**src/rtl/key_if.sv**
```systemverilog
// Push-button bundle between the raw KEY pins and the conditioned key outputs.
// The slave modport is the conditioner; the master modport drives key_n and observes the outputs.
interface key_if #(
  parameter int unsigned NKEYS = 3
);
  logic [NKEYS-1:0] key_n;
  logic [NKEYS-1:0] key_level;
  logic [NKEYS-1:0] key_press;
  logic [NKEYS-1:0] key_release;
  logic             key_any;

  modport master (
    output key_n,
    input  key_level,
    input  key_press,
    input  key_release,
    input  key_any
  );

  modport slave (
    input  key_n,
    output key_level,
    output key_press,
    output key_release,
    output key_any
  );
endinterface

```
**src/rtl/key_conditioner.sv**
```systemverilog
// Per-key 2-flop synchroniser, debounce FSM and press/release pulse generator.
// Define KEY_REPEAT_EN to add auto-repeat press pulses while a key is held.
module key_conditioner #(
  parameter int unsigned NKEYS           = 3,
  parameter int unsigned DEBOUNCE_CYCLES = 500000,
  parameter int unsigned REPEAT_DELAY    = 25000000,
  parameter int unsigned REPEAT_PERIOD   = 5000000
) (
  input logic  clk,
  input logic  rst_n,
  key_if.slave kif
);

  localparam int unsigned CntW = $clog2(DEBOUNCE_CYCLES + 1);
  localparam logic [CntW-1:0] CntLast = CntW'(DEBOUNCE_CYCLES - 1);

  typedef enum logic [1:0] {StReleased, StPressPend, StPressed, StReleasePend} state_e;

  if (DEBOUNCE_CYCLES < 2 || REPEAT_DELAY < 1 || REPEAT_PERIOD < 1) begin : g_param_err
    $fatal(1, "key_conditioner: DEBOUNCE_CYCLES must be >=2, REPEAT_* must be >=1");
  end

  logic [NKEYS-1:0] level_vec, press_vec, release_vec, press_d_vec;
  logic             any_q;

  for (genvar i = 0; i < NKEYS; i++) begin : g_key
    logic            sync1_q, s_q;
    state_e          state_q, state_d;
    logic [CntW-1:0] cnt_q, cnt_d;
    logic            level_q, level_d;
    logic            press_q, press_d;
    logic            rel_q, rel_d;
    logic            rep_fire;

    always_comb begin
      state_d = state_q;
      cnt_d   = cnt_q;
      level_d = level_q;
      press_d = 1'b0;
      rel_d   = 1'b0;
      case (state_q)
        StReleased: begin
          if (!s_q) begin
            state_d = StPressPend;
            cnt_d   = CntW'(1);
          end
        end
        StPressPend: begin
          if (s_q) begin
            state_d = StReleased;
            cnt_d   = '0;
          end else if (cnt_q == CntLast) begin
            state_d = StPressed;
            cnt_d   = '0;
            level_d = 1'b1;
            press_d = 1'b1;
          end else begin
            cnt_d = cnt_q + CntW'(1);
          end
        end
        StPressed: begin
          if (s_q) begin
            state_d = StReleasePend;
            cnt_d   = CntW'(1);
          end else begin
            press_d = rep_fire;
          end
        end
        StReleasePend: begin
          if (!s_q) begin
            state_d = StPressed;
            cnt_d   = '0;
          end else if (cnt_q == CntLast) begin
            state_d = StReleased;
            cnt_d   = '0;
            level_d = 1'b0;
            rel_d   = 1'b1;
          end else begin
            cnt_d = cnt_q + CntW'(1);
          end
        end
        default: begin
          state_d = StReleased;
          cnt_d   = '0;
        end
      endcase
    end

`ifdef KEY_REPEAT_EN
    localparam int unsigned HoldMax = (REPEAT_DELAY > REPEAT_PERIOD) ? REPEAT_DELAY
                                                                     : REPEAT_PERIOD;
    localparam int unsigned HoldW = $clog2(HoldMax + 1);
    localparam logic [HoldW-1:0] DelayLast  = HoldW'(REPEAT_DELAY - 1);
    localparam logic [HoldW-1:0] PeriodLast = HoldW'(REPEAT_PERIOD - 1);

    logic [HoldW-1:0] hold_q, hold_d;
    logic             repeating_q, repeating_d;
    logic             hold_run;

    // Hold time only accumulates while the key stays in PRESSED; any exit or re-entry restarts it.
    assign hold_run = (state_q == StPressed) && (state_d == StPressed);
    assign rep_fire = repeating_q ? (hold_q == PeriodLast) : (hold_q == DelayLast);

    always_comb begin
      hold_d      = hold_q;
      repeating_d = repeating_q;
      if (!hold_run) begin
        hold_d      = '0;
        repeating_d = 1'b0;
      end else if (rep_fire) begin
        hold_d      = '0;
        repeating_d = 1'b1;
      end else begin
        hold_d = hold_q + HoldW'(1);
      end
    end

    always_ff @(posedge clk or negedge rst_n) begin
      if (!rst_n) begin
        hold_q      <= '0;
        repeating_q <= 1'b0;
      end else begin
        hold_q      <= hold_d;
        repeating_q <= repeating_d;
      end
    end
`else
    assign rep_fire = 1'b0;
`endif

    // Sync flops reset to "released" so a key held through reset reads as a fresh press.
    always_ff @(posedge clk or negedge rst_n) begin
      if (!rst_n) begin
        sync1_q <= 1'b1;
        s_q     <= 1'b1;
        state_q <= StReleased;
        cnt_q   <= '0;
        level_q <= 1'b0;
        press_q <= 1'b0;
        rel_q   <= 1'b0;
      end else begin
        sync1_q <= kif.key_n[i];
        s_q     <= sync1_q;
        state_q <= state_d;
        cnt_q   <= cnt_d;
        level_q <= level_d;
        press_q <= press_d;
        rel_q   <= rel_d;
      end
    end

    assign level_vec[i]   = level_q;
    assign press_vec[i]   = press_q;
    assign release_vec[i] = rel_q;
    assign press_d_vec[i] = press_d;
  end

  always_ff @(posedge clk or negedge rst_n) begin
    if (!rst_n) begin
      any_q <= 1'b0;
    end else begin
      any_q <= |press_d_vec;
    end
  end

  assign kif.key_level   = level_vec;
  assign kif.key_press   = press_vec;
  assign kif.key_release = release_vec;
  assign kif.key_any     = any_q;

endmodule

```
**src/flat_wrapper.sv**
```systemverilog
// flat-port wrapper written by rule: the top's interface ports become plain ports
module key_conditioner_flat 
#(
  parameter int unsigned NKEYS           = 3,
  parameter int unsigned DEBOUNCE_CYCLES = 500000,
  parameter int unsigned REPEAT_DELAY    = 25000000,
  parameter int unsigned REPEAT_PERIOD   = 5000000
)
  (clk, rst_n, kif_key_n, kif_key_level, kif_key_press, kif_key_release, kif_key_any);
  key_if #(.NKEYS(NKEYS)) kif_i ();
  input logic clk;
  input logic rst_n;
  input wire logic [$bits(kif_i.key_n)-1:0] kif_key_n;
  output wire logic [$bits(kif_i.key_level)-1:0] kif_key_level;
  output wire logic [$bits(kif_i.key_press)-1:0] kif_key_press;
  output wire logic [$bits(kif_i.key_release)-1:0] kif_key_release;
  output wire logic [$bits(kif_i.key_any)-1:0] kif_key_any;
  assign kif_i.key_n = kif_key_n;
  assign kif_key_level = kif_i.key_level;
  assign kif_key_press = kif_i.key_press;
  assign kif_key_release = kif_i.key_release;
  assign kif_key_any = kif_i.key_any;
  key_conditioner #(.NKEYS(NKEYS), .DEBOUNCE_CYCLES(DEBOUNCE_CYCLES), .REPEAT_DELAY(REPEAT_DELAY), .REPEAT_PERIOD(REPEAT_PERIOD)) u_core (.clk(clk), .rst_n(rst_n), .kif(kif_i));
endmodule
```
**config.mk**
```make
export PLATFORM = sky130hd
export DESIGN_NAME = key_conditioner_flat
export DESIGN_NICKNAME = d
export VERILOG_FILES = /design/src/rtl/key_if.sv /design/src/rtl/key_conditioner.sv /design/src/flat_wrapper.sv
export SDC_FILE = /design/constraint.sdc
export NUM_CORES = 1
export LEC_CHECK = 0
export ABC_AREA = 0
export CAP_MARGIN = 30
export CORE_ASPECT_RATIO = 0.8
export CORE_UTILIZATION = 30
export CTS_CLUSTER_SIZE = 25
export DETAILED_ROUTE_END_ITERATION = 6
export GPL_ROUTABILITY_DRIVEN = 0
export PLACE_DENSITY = 0.58
export REMOVE_ABC_BUFFERS = 1
export SETUP_SLACK_MARGIN = 0.02
export SLEW_MARGIN = 40
export SYNTH_ARGS = -nofsm -noshare
export SYNTH_HDL_FRONTEND = slang
export SYNTH_SLANG_ARGS = --single-unit
```
**constraint.sdc**
```tcl
create_clock -name clk -period 2 [get_ports clk]
set_input_delay 0.3 -clock clk [delete_from_list [all_inputs] [get_ports clk]]
set_output_delay 0.3 -clock clk [all_outputs]
set_load 0.05 [all_outputs]
```
==> images/layers.png <==
Only two layers are drawn.
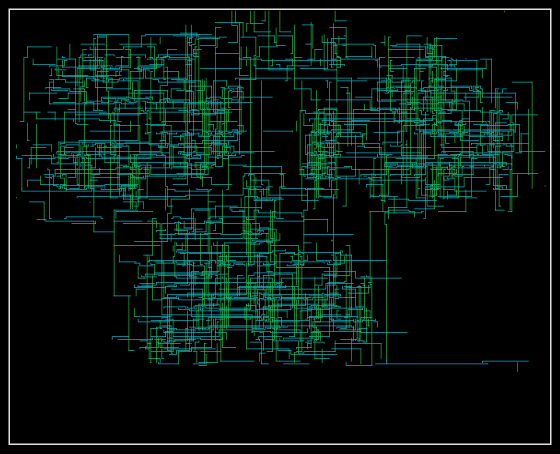
[green] M2 | wire length: 4560 um
[cyan] M1 | wire length: 5390 um

==> images/clock_nets.png <==
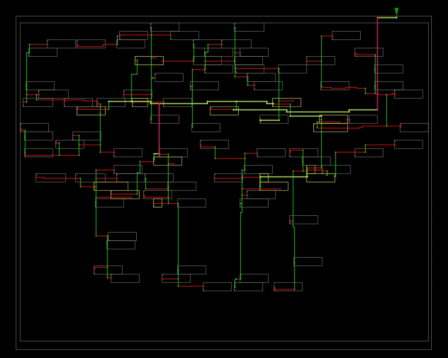
total CTS buffers: 9
Final Skew: 0.00645 ns
clk_lat worst skew: 0.33 ns
# clk buffers: 10

==> qor.yml <==
clock_network:
  cts.clk_slew.worst_paths_ns: 0.06
  clock-root-buffer: "clkbuf_16"
  ctsHoldBuffers: 1
cells_and_area:
  area_growth_syn_to_layout_pct: 28.0
  stdcell_count: 703
  seq_share_pct: 36.6
  logic_area_mm2: 0.00225
  inverters: 21
  final_area_mm2: 0.00542
  finalNetCount: 527
  non_clock_buffer_area_share_pct: 10.4
global_routing:
  use_met2_pct: 21.7
  grt_pass1_wl_mm: 17.2
  busiest_layer: "met1"
placement:
  dp_hpwl_mm: 7.07
  io_buffers: 14
drt:
  firstDrtPassIters: 5
  drc: 0
  top_layer_used: "met4"
  via_count: 3692
  drtIter0Drc: 352
synthesis:
  syn-cell-area_mm2: 0.00424
  simple_gate_share_pct: 27.1
  async_reset_ff_share_pct: 100
  ys.flops: 79
  syn_avg_cell_area_um2: 9.07
  flop_cell: "dfrtp_1"
  syn-instance-count: 467
  common_cells: "dfrtp_1, nand2_1, nand3_1"
die:
  die_h_um: 108
  num_rows: 38
  design.core.area_mm2: 0.0137
run:
  warning_count: 27
critical_path:
  cp_max_fo: 6
  startpoint_type: "register"
power_and_ir_drop:
  switchingPower_mw: 0.847
  swShare_pct: 22.9
  p_leak_nw: 2.20
  fin_total_pwr_mw: 3.70
  combPwrFrac_pct: 7.2
sta:
  setup_tns_ns: 0
  rsz0062_at_grt: "yes"
  setup_viol_count_final: 0
outcome:
  status: "complete, no violations"
hold_path:
  hold_start: "u_core.g_key[1].sync1_q"
==> images/gates.png <==
Scale bar: 50 um.
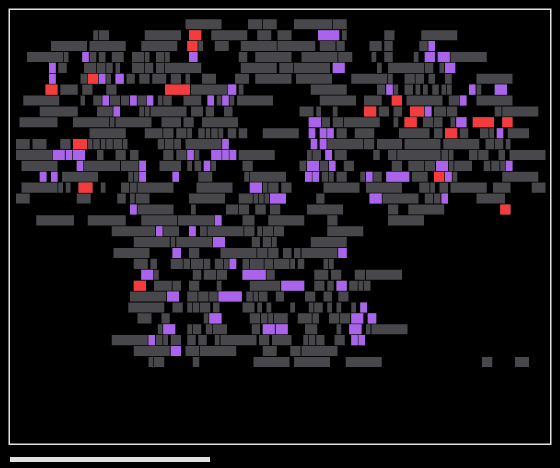
[purple] aoi and oai cells | cells: 87
[red] non-inverting ao/oa cells | cells: 17

-- kinds of logic (layout without fill, tap and decap cells) --
| family | count (synthesis) | count (layout) |
|---|---|---|
| AND/OR/NAND/NOR | 211 | 211 |
| AND-OR/OR-AND | 101 | 104 |
| flip-flops | 79 | 79 |
| buffers and inverters | 51 | 104 |
| multiplexers | 13 | 13 |
| XOR/XNOR | 9 | 9 |
| adder cells (fa/ha/maj) | 3 | 3 |
-- state kept, by name, indices dropped and copies added (netlist names), named ones only --
name                  cells
u_core.g_key.level_q      3
u_core.g_key.state_q      3
u_core.g_key.press_q      3
u_core.g_key.s_q          3
u_core.kif.key_any        1
u_core.g_key.sync1_q      3
u_core.g_key.cnt_q       57
u_core.g_key.rel_q        3
-- placed cells by master, fill, tap and decap left out, types with 4 or more instances in the layout --
cell type,synthesis,routed
and2_1,8,8
a21o_1,4,4
nand2_1,53,52
nor4_2,0,5
a21oi_4,0,4
and4_1,4,4
a21oi_2,1,13
xor2_1,6,6
nor3_1,9,6
nand3_1,39,36
o21ai_1,1,6
inv_1,21,21
o21ai_0,27,20
a21oi_1,38,24
or2_2,4,4
or4_1,6,5
dfrtp_1,73,73
clkbuf_16,0,9
and3_1,4,4
nor4_1,10,5
mux2i_1,10,10
nand4_1,21,21
buf_4,9,51
dfstp_2,6,6
nor2_1,22,19
or3_1,16,15
clkdlybuf4s50_1,0,13
-- power by group through the flow --
stage	Sequential, mW	Combinational (mW)	Clock (mW)
finish	1.66	0.266	1.78
global placement	1.69	0.238	0
detailed placement	1.69	0.240	0
floorplan	1.69	0.114	0
CTS	1.66	0.246	1.82
global route	1.66	0.298	1.90
-- worst max-delay path: cells and delay by family, from the launching register on --
family	cells	cell delay (ns)
DFF	1	0.37
and+or+nand+nor	3	1.00
buffers and inverters	1	0.18
muxes	1	0.31
No activity file was given, so power comes from the tool's default toggle rates.
